Design seg_scan8, sky130hd; sources not shown.
Fig. 1: a small window of the routed layout
Region (60, 38) to (90, 68) um. Cells in gray, sequential cells in the stronger gray; small squares are vias.
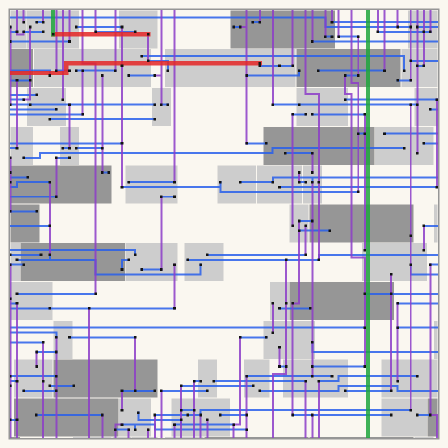
| layer | color |
|---|---|
| metal 4 | green |
| metal 3 | red |
| metal 1 | blue |
| metal 2 | purple |
most frequent: dfxtp_1 (8), mux2i_1 (7), nor2_1 (7)
cells with their middle in the window: 42
sequential cells in the window: 9

Fig. 2: routed metal, one color a layer
(2 px per um) Two of the layers only.
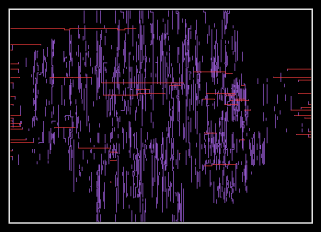
| layer | color | wire length |
|---|---|---|
| metal 2 | purple | 4970 um |
| metal 3 | red | 450 um |
per-cell routed wire length: 14.0 um
vias after detailed routing: 3958
Total Wirelength: 11.4 mm
overall routing resource usage: 15.5%

Fig. 3: signal metal coverage by tile
(2 px per um) 30 x 21 tiles, from dark purple (low) to yellow (high), scaled to the fullest tile. Values are wire area over tile area, all layers added.
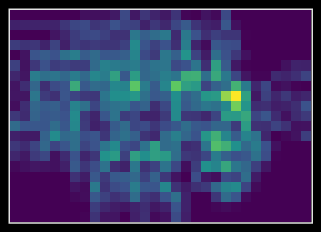
fullest tile: 0.57
nearly empty tiles: 23%
densest ninth of the die: center
tiles over half the peak: 5.7%
mean over tiles: 0.11

Fig. 4: cell placement
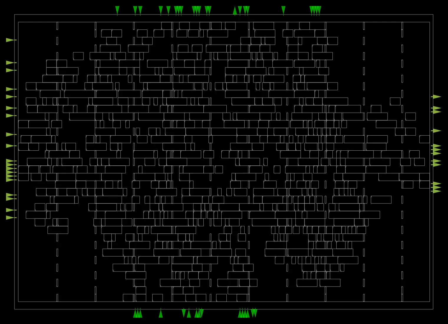
area of the core: 0.0149 sq mm
cell row count: 37
Well Taps: 195
number of standard cells in the layout, taps in and fillers out: 812
fin util: 45.4%

==> out/notes.md <==
• 2.41 nW — leakage
• 0% — share of synthesized registers carrying an async set or reset
• 0 — final hold vios
• 0 — total congestion overflow after global routing
• 40.2% — Seq/total area
• finished clean — result of the run
• 50.2% — fraction of synthesized cell area taken by the top area cell type
• 20 — Clock Buffer Count
• 6 — first drt pass iteration count
• register — Worst setup EP type
• 1435 — # fillers
• 0 — cell resize tally after clock tree synthesis
• built — clock tree from TritonCTS
• 0.000421 V — worst vdd ir
• 7.95 mm — HPWL reported at the end of detailed placement
• 8.59% — ratio of cells with drive above 1 in the final layout
• dfxtp_1 — cell type contributing the most total cell area after synthesis
• 10.9% — layout buffering overhead excluding clock cells
• 2.51 ns — time the worst path needs with I/O delays and setup
• 0 — total DRC errors in the routed layout
==> per-stage QoR <==
step,hold WS [ns],util [%]
2_1_floorplan,0.430,-
3_3_place_gp,0.445,41.7
3_5_place_dp,0.453,41.7
4_1_cts,0.384,45.7
5_1_grt,0.403,45.4
6_report,0.390,45.4
==> power by group through the flow <==
stage                     registers [mW]  logic [mW]  clock network (mW)
after global routing                2.03       0.235                2.38
final                               2.02       0.212                2.24
after global placement              2.06       0.213                   0
after floorplan                     2.06       0.116                   0
after detailed placement            2.07       0.218                   0
after CTS                           2.02       0.219                2.29
==> cell usage in the layout, fill, tap and decap left out, types with 3 or more instances in the layout <==
cell | Yosys | routed
buf_4 | 10 | 6
xnor2_1 | 13 | 13
clkbuf_16 | 0 | 17
nand3_1 | 11 | 11
nand4_1 | 6 | 6
clkdlybuf4s50_1 | 0 | 48
clkbuf_1 | 21 | 6
o21ai_0 | 5 | 5
nor3b_1 | 3 | 3
nor4_1 | 4 | 4
a21oi_1 | 3 | 3
ha_1 | 9 | 9
a211oi_1 | 49 | 49
clkinvlp_4 | 0 | 4
nor3_1 | 6 | 7
o211ai_1 | 7 | 7
dfxtp_1 | 136 | 135
dlygate4sd3_1 | 0 | 17
inv_1 | 8 | 8
bufinv_16 | 0 | 3
nand2_1 | 18 | 18
mux2i_1 | 59 | 59
clkinv_2 | 0 | 3
nor2_1 | 128 | 128
xor2_1 | 6 | 6
mux4_2 | 7 | 7
==> layer usage <==
metal / track usage (%) / vias to the layer above
li1: - / 2026
met1: 21.5 / 1846
met2: 22.9 / 74
met3: 3.95 / 12
met4: 5.79 / 0
met5: 0 / -
Power figures rest on the tool's default switching activity, not on a simulated workload.
